File: src/rtl/uart_stim_pkg.sv
// rtl/uart_stim_pkg.sv - shared types and constants for the uart_stim transmitter
// Holds the sequencer state encoding, the parity-mode constants and the
// parity helper used when a character is loaded for transmission.
package uart_stim_pkg;

   typedef enum logic [2:0] {
      ST_IDLE  = 3'd0,
      ST_START = 3'd1,
      ST_DATA  = 3'd2,
      ST_PAR   = 3'd3,
      ST_STOP  = 3'd4
   } state_e;

   localparam int PAR_NONE = 0;
   localparam int PAR_ODD  = 1;
   localparam int PAR_EVEN = 2;

   // Unused upper data bits are zero, so they never disturb the XOR.
   function automatic logic parity_bit(input int mode, input logic [7:0] data);
      return (mode == PAR_ODD) ? ~(^data) : (^data);
   endfunction

endpackage

File: src/rtl/uart_stim_fifo.sv
// rtl/uart_stim_fifo.sv - character queue feeding the uart_stim sequencer
// Ports:
//   clk_i / rst_i     clock, synchronous active-high reset
//   push_i, wdata_i   write request and character
//   pop_i, rdata_o    read request and head character (valid while !empty_o)
//   full_o, empty_o   occupancy status
//   ovf_o             sticky, set when a push is dropped
module uart_stim_fifo #(
   parameter int WIDTH = 8,
   parameter int DEPTH = 16
) (
   input  logic             clk_i,
   input  logic             rst_i,
   input  logic             push_i,
   input  logic [WIDTH-1:0] wdata_i,
   input  logic             pop_i,
   output logic [WIDTH-1:0] rdata_o,
   output logic             full_o,
   output logic             empty_o,
   output logic             ovf_o
);

   localparam int AW = $clog2(DEPTH);
   localparam logic [AW:0] DEPTH_CNT = (AW+1)'(DEPTH);

   logic [WIDTH-1:0] mem_q [DEPTH];
   logic [AW-1:0]    wr_ptr_q, rd_ptr_q;
   logic [AW:0]      count_q;
   logic             ovf_q;
   logic             do_push, do_pop, drop;

   assign full_o  = (count_q == DEPTH_CNT);
   assign empty_o = (count_q == '0);
   assign ovf_o   = ovf_q;
   assign rdata_o = mem_q[rd_ptr_q];

   // A pop frees a slot in the same cycle, so a push onto a full queue
   // alongside a pop is accepted rather than dropped.
   assign do_pop  = pop_i && !empty_o;
   assign do_push = push_i && (!full_o || do_pop);
   assign drop    = push_i && full_o && !do_pop;

   always_ff @(posedge clk_i) begin
      if (rst_i) begin
         wr_ptr_q <= '0;
         rd_ptr_q <= '0;
         count_q  <= '0;
         ovf_q    <= 1'b0;
      end else begin
         if (do_push) wr_ptr_q <= wr_ptr_q + 1'b1;
         if (do_pop)  rd_ptr_q <= rd_ptr_q + 1'b1;
         if (do_push && !do_pop)      count_q <= count_q + 1'b1;
         else if (do_pop && !do_push) count_q <= count_q - 1'b1;
         if (drop) ovf_q <= 1'b1;
      end
   end

   always_ff @(posedge clk_i) begin
      if (do_push && !rst_i) mem_q[wr_ptr_q] <= wdata_i;
   end

endmodule

File: src/rtl/uart_stim.sv
// rtl/uart_stim.sv - queued asynchronous serial transmitter with cts flow control
// Ports:
//   wb_clk_i, wb_rst_i  clock, synchronous active-high reset
//   wr_stb, wr_dat      push a character (bits above DATA_BITS-1 ignored)
//   cts_n               active-low clear-to-send, sampled only at frame start
//   txd                 serial line, idle high
//   busy                frame in progress
//   full, empty, ovf    queue status, ovf sticky on a dropped push
//   done                one-cycle pulse on the last cycle of the final stop bit
module uart_stim
   import uart_stim_pkg::*;
#(
   parameter int DATA_BITS  = 8,
   parameter int PARITY     = 0,
   parameter int STOP_BITS  = 1,
   parameter int DIV        = 868,
   parameter int FIFO_DEPTH = 16
) (
   input  logic       wb_clk_i,
   input  logic       wb_rst_i,
   input  logic       wr_stb,
   input  logic [7:0] wr_dat,
   input  logic       cts_n,
   output logic       txd,
   output logic       busy,
   output logic       full,
   output logic       empty,
   output logic       ovf,
   output logic       done
);

   localparam int BAUD_W = $clog2(DIV);
   localparam int BIT_W  = $clog2(DATA_BITS);
   localparam logic [BAUD_W-1:0] BAUD_RELOAD = BAUD_W'(DIV - 1);
   localparam logic [BIT_W-1:0]  LAST_BIT    = BIT_W'(DATA_BITS - 1);
   localparam logic              LAST_STOP   = 1'(STOP_BITS - 1);

   state_e                state_q, state_d;
   logic [BAUD_W-1:0]     baud_q, baud_d;
   logic [BIT_W-1:0]      bit_q, bit_d;
   logic                  stop_q, stop_d;
   logic [DATA_BITS-1:0]  shift_q, shift_d;
   logic                  par_q, par_d;
   logic                  txd_q, txd_d;
   logic                  done_q, done_d;
   logic                  pop, load, bit_end, can_start;
   logic [DATA_BITS-1:0]  fifo_rdata;

   uart_stim_fifo #(
      .WIDTH (DATA_BITS),
      .DEPTH (FIFO_DEPTH)
   ) u_fifo (
      .clk_i   (wb_clk_i),
      .rst_i   (wb_rst_i),
      .push_i  (wr_stb),
      .wdata_i (wr_dat[DATA_BITS-1:0]),
      .pop_i   (pop),
      .rdata_o (fifo_rdata),
      .full_o  (full),
      .empty_o (empty),
      .ovf_o   (ovf)
   );

   assign can_start = !empty && !cts_n;
   assign bit_end   = (baud_q == '0);
   assign busy      = (state_q != ST_IDLE);
   assign txd       = txd_q;
   assign done      = done_q;
   assign pop       = load;

   always_comb begin
      state_d = state_q;
      baud_d  = baud_q;
      bit_d   = bit_q;
      stop_d  = stop_q;
      shift_d = shift_q;
      par_d   = par_q;
      done_d  = 1'b0;
      load    = 1'b0;

      if (state_q != ST_IDLE) baud_d = bit_end ? BAUD_RELOAD : baud_q - 1'b1;

      unique case (state_q)
         ST_IDLE:  load = can_start;
         ST_START: if (bit_end) begin
            state_d = ST_DATA;
            bit_d   = '0;
         end
         ST_DATA:  if (bit_end) begin
            shift_d = shift_q >> 1;
            if (bit_q == LAST_BIT) begin
               state_d = (PARITY == PAR_NONE) ? ST_STOP : ST_PAR;
               stop_d  = 1'b0;
            end else begin
               bit_d = bit_q + 1'b1;
            end
         end
         ST_PAR:   if (bit_end) begin
            state_d = ST_STOP;
            stop_d  = 1'b0;
         end
         ST_STOP:  if (bit_end) begin
            if (stop_q == LAST_STOP) begin
               done_d  = 1'b1;
               state_d = ST_IDLE;
               load    = can_start;
            end else begin
               stop_d = stop_q + 1'b1;
            end
         end
         default:  state_d = ST_IDLE;
      endcase

      // Shared by the idle start and the gapless start straight out of STOP.
      if (load) begin
         state_d = ST_START;
         baud_d  = BAUD_RELOAD;
         shift_d = fifo_rdata;
         par_d   = parity_bit(PARITY, 8'(fifo_rdata));
      end

      // The line follows the state one cycle later; done is registered the
      // same way so it lines up with the last stop cycle seen on txd.
      unique case (state_q)
         ST_START: txd_d = 1'b0;
         ST_DATA:  txd_d = shift_q[0];
         ST_PAR:   txd_d = par_q;
         default:  txd_d = 1'b1;
      endcase
   end

   always_ff @(posedge wb_clk_i) begin
      if (wb_rst_i) begin
         state_q <= ST_IDLE;
         baud_q  <= '0;
         bit_q   <= '0;
         stop_q  <= 1'b0;
         shift_q <= '0;
         par_q   <= 1'b0;
         txd_q   <= 1'b1;
         done_q  <= 1'b0;
      end else begin
         state_q <= state_d;
         baud_q  <= baud_d;
         bit_q   <= bit_d;
         stop_q  <= stop_d;
         shift_q <= shift_d;
         par_q   <= par_d;
         txd_q   <= txd_d;
         done_q  <= done_d;
      end
   end

endmodule

File: config.mk
export PLATFORM = sky130hd
export DESIGN_NAME = uart_stim
export DESIGN_NICKNAME = d
export VERILOG_FILES = /design/src/rtl/uart_stim_pkg.sv /design/src/rtl/uart_stim_fifo.sv /design/src/rtl/uart_stim.sv
export SDC_FILE = /design/constraint.sdc
export NUM_CORES = 1
export LEC_CHECK = 0
export CAP_MARGIN = 20
export CELL_PAD_IN_SITES_DETAIL_PLACEMENT = 0
export CELL_PAD_IN_SITES_GLOBAL_PLACEMENT = 2
export CORE_MARGIN = 2
export CORE_UTILIZATION = 40
export DETAILED_ROUTE_END_ITERATION = 7
export PLACE_DENSITY_LB_ADDON = 0.08
export SLEW_MARGIN = 20
export SYNTH_ARGS = -nofsm -noshare
export SYNTH_HDL_FRONTEND = slang
export SYNTH_SLANG_ARGS = --single-unit
File: constraint.sdc
create_clock -name wb_clk_i -period 4.56 [get_ports wb_clk_i]
set_clock_uncertainty 0.1 [all_clocks]
set_input_delay 0.912 -clock wb_clk_i [delete_from_list [all_inputs] [get_ports wb_clk_i]]
set_output_delay 0.912 -clock wb_clk_i [all_outputs]
set_load 0.05 [all_outputs]
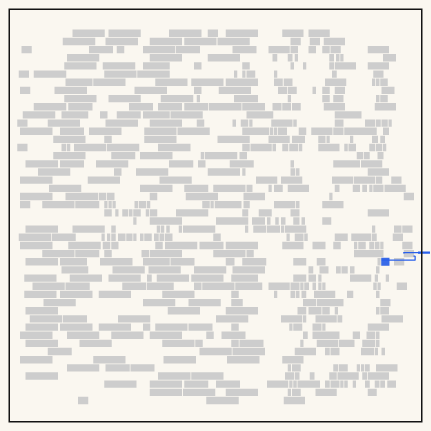
Run 1: port wiring
Scale: 3 px per um.
cts_n -> blue  # bits 1, direction input, edge right, end cells 1, buffers 1, wire 18.3 um

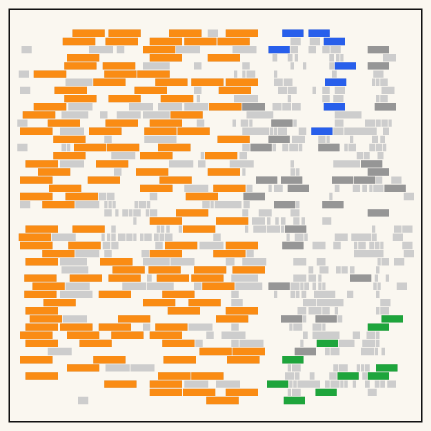
Run 1: sequential cells grouped by signal name
Scale: 3 px per um. Other sequential cells in the stronger gray, the rest of the logic in the fainter gray.
u_fifo.mem_q -> orange  # placed flops 128
shift_q -> blue  # placed flops 8, where upper right
baud_q -> green  # placed flops 10, where lower right
not colored = 27

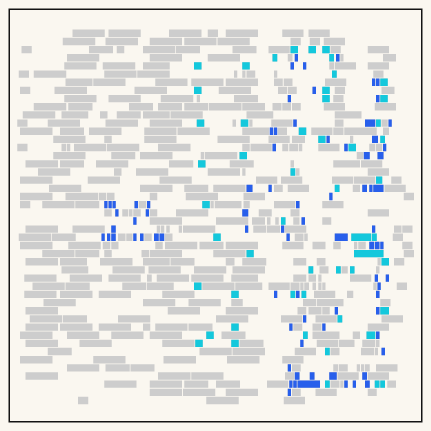
Run 1: selected gate families
Scale: 3 px per um.
NOR gates -> blue  # cells 80, most used nor2_1
inverting AOI/OAI gates -> cyan  # cells 52, most used a22oi_1
final cell count without fillers: 737
most common cell after layout, fill and taps aside: sky130_fd_sc_hd__edfxtp_1

==> notes.md, run 1 <==
Synthesis and place-and-route results.

- The run finished with clean final reports.
- Per the STA report, the cell with the highest stage delay on the worst path is sky130_fd_sc_hd__clkdlybuf4s50_1.
- The relative contribution of combinational cells to total power is roughly 26%.
- The dominant power group is sequential cells.
- In this build the clock could be raised as far as around 280 MHz.
- STA reports the tightest min-delay check as being of type flop to flop.
- The area reported by Yosys stat is 7070 um^2.
- Per the OpenROAD floorplan log, the width of the die is ~140 um.
- The pin count of the biggest net entering global routing is 41.
- The finished cells cover 8190 um^2.
- The fraction of the cycle the final worst path needs is between 70% and 80%.
- The sequential cell area share is 58.0%.
- Yosys reported that registers with async set or reset make up 0%.
- The worst-case hold path end point is shift_q[7].
- The area enclosed by the die boundary is 18,800 um^2.
- The number of buffers other than clock buffers in the final layout is roughly 41.
- The critical path endpoint category is a flop.
- Setup repair after global routing left no endpoint under its margin.
- In this run the worst setup path terminates at u_fifo.count_q[4].
- The critical path starts at cts_n.
- The worst flop-to-flop path startpoint is baud_q[2].
- STA lists the maximum fanout along the critical path as 6.
- The top cell types in the final layout, fill and taps aside, are sky130_fd_sc_hd__edfxtp_1, sky130_fd_sc_hd__nor2_1, sky130_fd_sc_hd__dfxtp_1.
- Counting cells, the worst reg-to-reg path comes to 14.
- The relative area of clock buffers and inverters in the final design is 7.23%.
- Detailed placement finished with a half-perimeter wire length of 9310 um.
- The number of cell instances after yosys synthesis is about 470.
- The number of diodes added for antenna fixing is 0.
- Total power for the finished layout comes to 4.63 mW.
- The multi-input gate area in the final layout is about 2200 um^2.
- The synthesis report lists the Yosys warning total as 0.
- The worst path meets setup with a little over 1 ns of slack.
- Summed over all layers, the global routing overflow is 0.
- In the final layout, flip-flops and latches occupy 4750 um^2.
- After the first detailed-routing iteration, the DRC count stood at around 350.
- The inverter count is 12.
- The shortest clock period the worst path allows after layout is about 3.5 ns.
- The layout has between 1.5k and 2k filler cells.
- Counting buffers and inverters, the worst setup path is 13 cells deep.
- The hold slack is 0.372 ns.
- The number of setup buffers added after CTS is 0.
- The total number of nets in the final design is 528.
- At the pin with the least slew margin, the transition time is just under 1 ns.
- OpenROAD emitted warnings numbering 31.
- In this run the tool buffered the top-level ports with 17 buffer cells.
- The leakage power is 2.77 nW.
- The count of sequential standard cells is between 150 and 200.
- The power dissipated in the clock network is between 1 and 1.5 mW.
- The CTS tree is done.
- The clock transition at the registers of the reported paths is 0.06 ns.
- Tap insertion was completed with about 230 tapcells.
- After synthesis, the most frequently instantiated cells are sky130_fd_sc_hd__edfxtp_1, sky130_fd_sc_hd__nor2_1, sky130_fd_sc_hd__dfxtp_1, sky130_fd_sc_hd__mux4_2, sky130_fd_sc_hd__nand2_1.
- The dominant kind of cell by area is flip-flops and latches.
- As reported, the later end of the worst-skew pair has a clock insertion delay of 0.42 ns.
- The number of buffers added by the clock tree synthesis step is 17.
- The setup slack of the worst register-to-register path is ~1.1 ns.
- The worst setup path is launched from an input pin.
- The number of synthesized flops with an enable pin is 128.
- The first global-routing pass estimated ~22,000 um of wire.
- The initial antenna violation count is 0.
- The area share of the largest cell type after synthesis is 54.4%.
- The cell area power density is 565 nW/um^2.
- The floorplan step records an initial core utilization of about two fifths.
- The TritonCTS sink count is roughly 170.
- The most frequently used flop master after synthesis is sky130_fd_sc_hd__edfxtp_1.
- The total nets after synthesis is a little under 500.
- The final setup TNS is 0 ns.
- The fraction of area in multi-input gates is 26.6%.
- Looking at the gate-level netlist, the highest instance count belongs to sky130_fd_sc_hd__edfxtp_1.
- The post-CTS hold buffer count recorded in the log is 0.
- The global-route usage over all layers is between 10% and 20%.
- According to the report, the first pass of detailed routing completed in 4 iterations.
- Once placement completed, the tool counted placed cells totaling 707.
- The height of the die is 137 um.
- Summed over all sequential cells, the power is roughly 2.0 mW.
- After detailed routing, the number of vias per cell comes to between 5 and 6.
- Counting instances, the worst hold path has a depth of 2.
- The number of max-slew violations in the final report is 0.
- 256 cells are multi-input combinational gates.
- The required time at the endpoint of the critical path is 4.81 ns.
- The cell area that synthesis handed to floorplanning was between 7000 and 8000 um^2.
- The clock power share is a little under a third.
- The count of endpoints failing setup in the final report is 0.
- Per the OpenROAD power report, switching power amounts to 1.39 mW.
- The final count of hold timing violations is 0.
- The placed cell area is ~7600 um^2.
- The max-slew headroom at the worst pin is ~34%.
- Per the detail_route report, the via count comes to around 3.8k.
- The post-detailed-route DRC marker count is 0.
- The largest stage delay on the critical path is roughly 0.4 ns.
- The internal power is between 3 and 4 mW.
- After synthesis, the cell types taking the most area are sky130_fd_sc_hd__edfxtp_1, sky130_fd_sc_hd__dfxtp_1, sky130_fd_sc_hd__mux4_2.
- Summing the sequential cell areas from Yosys gives 67.1% of the chip area.
- The top cell family by delay on the critical path is AND-OR/OR-AND gates.
- Cells with a size suffix above 1 make up a little under a fifth of the layout.
- The library cell used as clock root buffer is sky130_fd_sc_hd__clkbuf_16.
- The H-tree was split into 4 levels.
- The worst register-to-register path ends at u_fifo.count_q[4].
- The maximum ir drop on the vdd rail is between 0.2 and 0.3 mV.
- TritonRoute output was used to compute an average wire per cell of between 15 and 20 um.
- The clock tree buffer count of the final layout is 17.
## run 1: registers in the layout (all words and copies together) (netlist names), 3 cells and up, named ones only
name / count
u_fifo.rd_ptr_q: 4
baud_q: 10
shift_q: 8
u_fifo.wr_ptr_q: 4
u_fifo.mem_q: 128
state_q: 3
u_fifo.count_q: 5
bit_q: 3
## run 1: metal layers
metal  global-route usage, %  up-vias  wire (um)
met2                    26.1       56       7030
met5                       0        -          0
met4                    4.47        0         64
li1                        -     1829          -
met3                    3.89        4        523
met1                    23.2     1910       6670
## run 1: kinds of logic (layout without fill, tap and decap cells)
kind of cell,count (synthesis),after routing,share of synthesized area (%)
compound gates,53,53,5.38
xor+xnor,25,25,3.10
buf+inv,36,83,2.16
simple gates,124,124,8.33
fa+ha+maj,15,15,2.76
mux,39,39,11.2
flops,173,173,67.1
Run 1, cell density map:
Scale: 2 px per um. The die is cut into 14 by 14 equal tiles; dark purple is low, yellow is high, 0 to 100% covered.
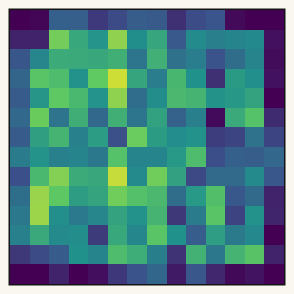

==> run 2, diff against run 1 <==
==> constraint.sdc (replaced) <==
create_clock -name wb_clk_i -period 3.6 [get_ports wb_clk_i]
set_clock_uncertainty 0.1 [all_clocks]
set_input_delay 0.72 -clock wb_clk_i [delete_from_list [all_inputs] [get_ports wb_clk_i]]
set_output_delay 0.72 -clock wb_clk_i [all_outputs]
set_load 0.05 [all_outputs]
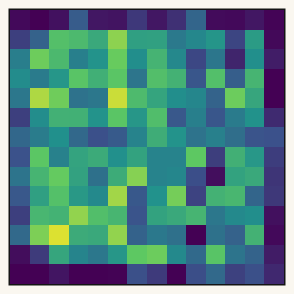
Run 2: cell density map
Scale: 2 px per um. The die is cut into 14 by 14 equal tiles; dark purple is low, yellow is high, 0 to 100% covered.
emptiest ninth of the die = upper right
mean over tiles = 42%
tiles over 75% full = 8.2%
fullest tile = 95%
nearly empty tiles = 5.6%
area of the core: 17,300 um^2
fp_density: 40.9%

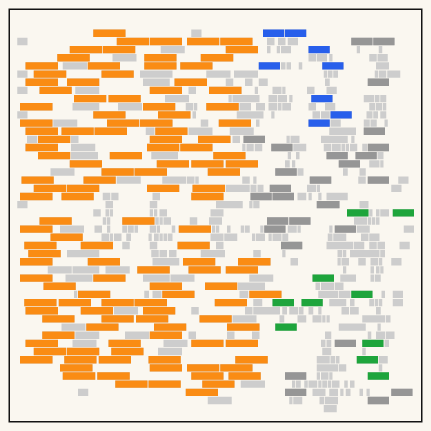
Run 2: sequential cells grouped by signal name
Scale: 3 px per um. Other sequential cells in the stronger gray, the rest of the logic in the fainter gray.
u_fifo.mem_q -> orange  # placed flops 128
baud_q -> green  # placed flops 10
shift_q -> blue  # placed flops 8, where upper right
not colored = 27
area taken by flip-flops and latches: 4750 um^2
Seq power: 2.43 mW
Finished Core Util: 47.5%

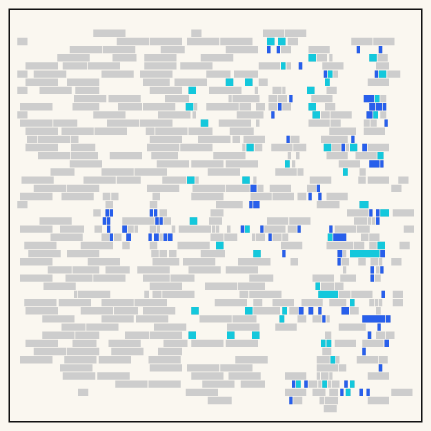
Run 2: selected gate families
Scale: 3 px per um.
NOR gates -> blue  # cells 80, most used nor2_1
inverting AOI/OAI gates -> cyan  # cells 52, most used a22oi_1
logic share of the area: 26.5%
final cell count without fillers: 740

==> run 2 against run 1 <==
Area after synthesis did not move. First-iteration DRC count fell by 29%. Die area did not move. Count of clock-buffer cells in the layout rose by 1. Critical path type is now flop to output port. Critical endpoint is now full. Largest cell class unchanged. Highest routed layer unchanged.
==> notes.md, run 2 <==
Synthesis and place-and-route results.

- The register with the most flip-flops in the final layout is u_fifo.mem_q.
- The setup slack of the worst register-to-register path is ~0.3 ns.
- In the final layout, the registers with the most flip-flops are u_fifo.mem_q x128, baud_q x10, shift_q x8.
- After layout, the worst path uses approximately 95% of the clock period.
- The total instance count after detailed placement is around 710.
- The net switching power in the latest report is about 1.8 mW.
- The number of buffers other than clock buffers in the final layout is about 42.
- The script parses the final routing iteration and logs DRC violations as 0.
- The synthesized netlist cell count is about 470.
- The net count after synthesis is roughly 490.
- The design draws 5.92 mW.
- There are around 170 flip-flops and latches.
- The worst setup path is launched from a flop.
- The commonest cells after synthesis are sky130_fd_sc_hd__edfxtp_1, sky130_fd_sc_hd__nor2_1, sky130_fd_sc_hd__dfxtp_1, sky130_fd_sc_hd__mux4_2, sky130_fd_sc_hd__nand2_1.
- The transition time at the pin with the least slew margin is about 0.71 ns.
- For reference, simple AND, OR, NAND and NOR cells occupy 8.33% of the area reported after synthesis.
- The proportion of layout cells with a drive suffix above 1 is between 10% and 20%.
- The inverter count is 12.
- The sequential cell area share is between 50% and 60%.
- The script computed a power per unit cell area of between 700 and 800 nW/um^2.
- The met3 routed wirelength is 566 um.
- The adder and majority cell fraction of the synthesized area is around 2.8%.
- The power report attributes to the clock group a share of 31.4%.
- The post-CTS hold buffer count recorded in the log is 0.
- During synthesis, Yosys emitted a total of 0 warnings.
- The largest stage delay on the critical path is roughly 0.87 ns.
- The max-slew check reports its worst relative slack as a little over half.
- Detailed routing placed a total of slightly below 7000 um of wire on met2.
- The hold slack is 0.374 ns.
- The top fanout value on the critical path is 4.
- The area enclosed by the die boundary is ~19,000 um^2.
- The height of the die is 137 um.
- The library cells used most frequently in the layout, excluding fill and tap cells, are sky130_fd_sc_hd__edfxtp_1, sky130_fd_sc_hd__nor2_1, sky130_fd_sc_hd__dfxtp_1.
- The dominant kind of cell by area is flip-flops and latches.
- The initial antenna violation count is 0.
- In the power breakdown, the internal column shows a little over 4 mW.
- Setup repair after global routing left no endpoint under its margin.
- The synthesis report gives the async set-or-reset register share as 0%.
- The TritonCTS sink count is between 150 and 200.
- The final count of hold timing violations is 0.
- The final layout contains roughly 530 nets.
- The highest clock frequency the design can meet is a little under 300 MHz.
- Across all setup checks in the final design, the least slack found is between 0.15 and 0.2 ns.
- The via count of the first global-routing pass is ~3.9k.
- The worst setup path is of the flop to output port kind.
- The required time at the endpoint of the critical path is ~2.8 ns.
- The register with the most flip-flops in the layout has about 130 of them.
- STA classifies the critical path endpoint as an output port.
- The clock latency reported for the late side of the worst-skew pair is about 0.43 ns.
- The tally of buffers added on design ports is 17.
- The number of setup buffers added after CTS is 0.
- The global-route wire length before repair is ~23,000 um.
- TritonCTS built the clock tree.
- Per Yosys stat, the portion of area used by sequential elements is approximately two thirds.
- The pin count of the biggest net entering global routing is about 40.
- The most frequently used flop master after synthesis is sky130_fd_sc_hd__edfxtp_1.
- The post-synth count of flops with an enable pin is about 130.
- The final setup TNS is 0 ns.
- Clock tree buffers and inverters occupy 7.31% of the routed design's cell area.
- The library cell used as clock root buffer is sky130_fd_sc_hd__clkbuf_16.
- The routed wirelength on the met1 layer is recorded as around 6700 um.
- The library cell used most frequently in the layout, excluding fill and tap cells, is sky130_fd_sc_hd__edfxtp_1.
- The number of diodes added for antenna fixing is 0.
- The area share of and-or/or-and cells after synthesis is 5.38%.
- Using the TritonRoute via totals, the vias-per-cell ratio works out to 5.15.
- The design received a total of 225 well taps at floorplan.
- The shortest clock period the worst path allows after layout is ~3.4 ns.
- Note, the detailed placer reported a final HPWL of about 9200 um.
- The final route contains between 3k and 4k vias.
- The area recorded from the Yosys report for this design is between 7000 and 8000 um^2.
- The clock tree buffer count of the final layout is 18.
- The number of cell instances after yosys synthesis is 465.
- The H-tree was split into 4 levels.
- The multi-input combinational cell count is ~260.
- The number of OpenROAD warnings is 31.
- The top cell type by instance count after synthesis is sky130_fd_sc_hd__edfxtp_1.
- Pins over their slew limit in the final report were tallied at 0.
- The horizontal extent of the die is 137 um.
- The parity-gate share of the synthesized area counting xor and xnor cells is a little over 3%.
- The largest part of the power goes to sequential cells.
- For this sky-water flow run, the detailed-routed wirelength per cell is reported as ~19 um.
- The cell area after technology mapping is 7070 um^2.
- In the final layout, the multi-input gates occupy roughly 2200 um^2.
- The highest layer touched by signal routing is met4.
- The mux cell area share after synthesis is between 10% and 20%.
- After synthesis, the cell types taking the most area are sky130_fd_sc_hd__edfxtp_1, sky130_fd_sc_hd__dfxtp_1, sky130_fd_sc_hd__mux4_2.
- The layout has between 1k and 1.5k filler cells.
- The total congestion overflow is 0.
- In this run, the number of DRC markers left after iteration 0 of detailed routing was 246.
- The global-route usage over all layers is 17.0%.
- The flow ran to the end, and the final reports show no timing, DRC or antenna violations.
- The cell family contributing the most delay on the critical path is simple AND/OR/NAND/NOR gates.
==> run 2: final timing paths <==
| kind | from | to | cells after the start |
|---|---|---|---|
| max | u_fifo.count_q[0] | full | 3 |
| min | shift_q[7] | shift_q[7] | 2 |
| min reg2reg | shift_q[7] | shift_q[7] | 2 |
| max reg2reg | u_fifo.count_q[0] | u_fifo.count_q[4] | 14 |
==> run 2: per-layer routing <==
metal | up-vias | global-route usage (%)
met5 | - | 0
met4 | 0 | 6.41
met1 | 1898 | 22.8
met3 | 15 | 4.19
li1 | 1829 | -
met2 | 71 | 26.6
==> run 2: through the flow <==
step / util, % / cell area, um^2
detailed placement: 44.0 / 7620
finish: 47.5 / 8220
global placement: 44.0 / 7620
global route: 47.5 / 8220
CTS: 47.5 / 8220
floorplan: - / 7070
Power is estimated from default activity; no workload was simulated.
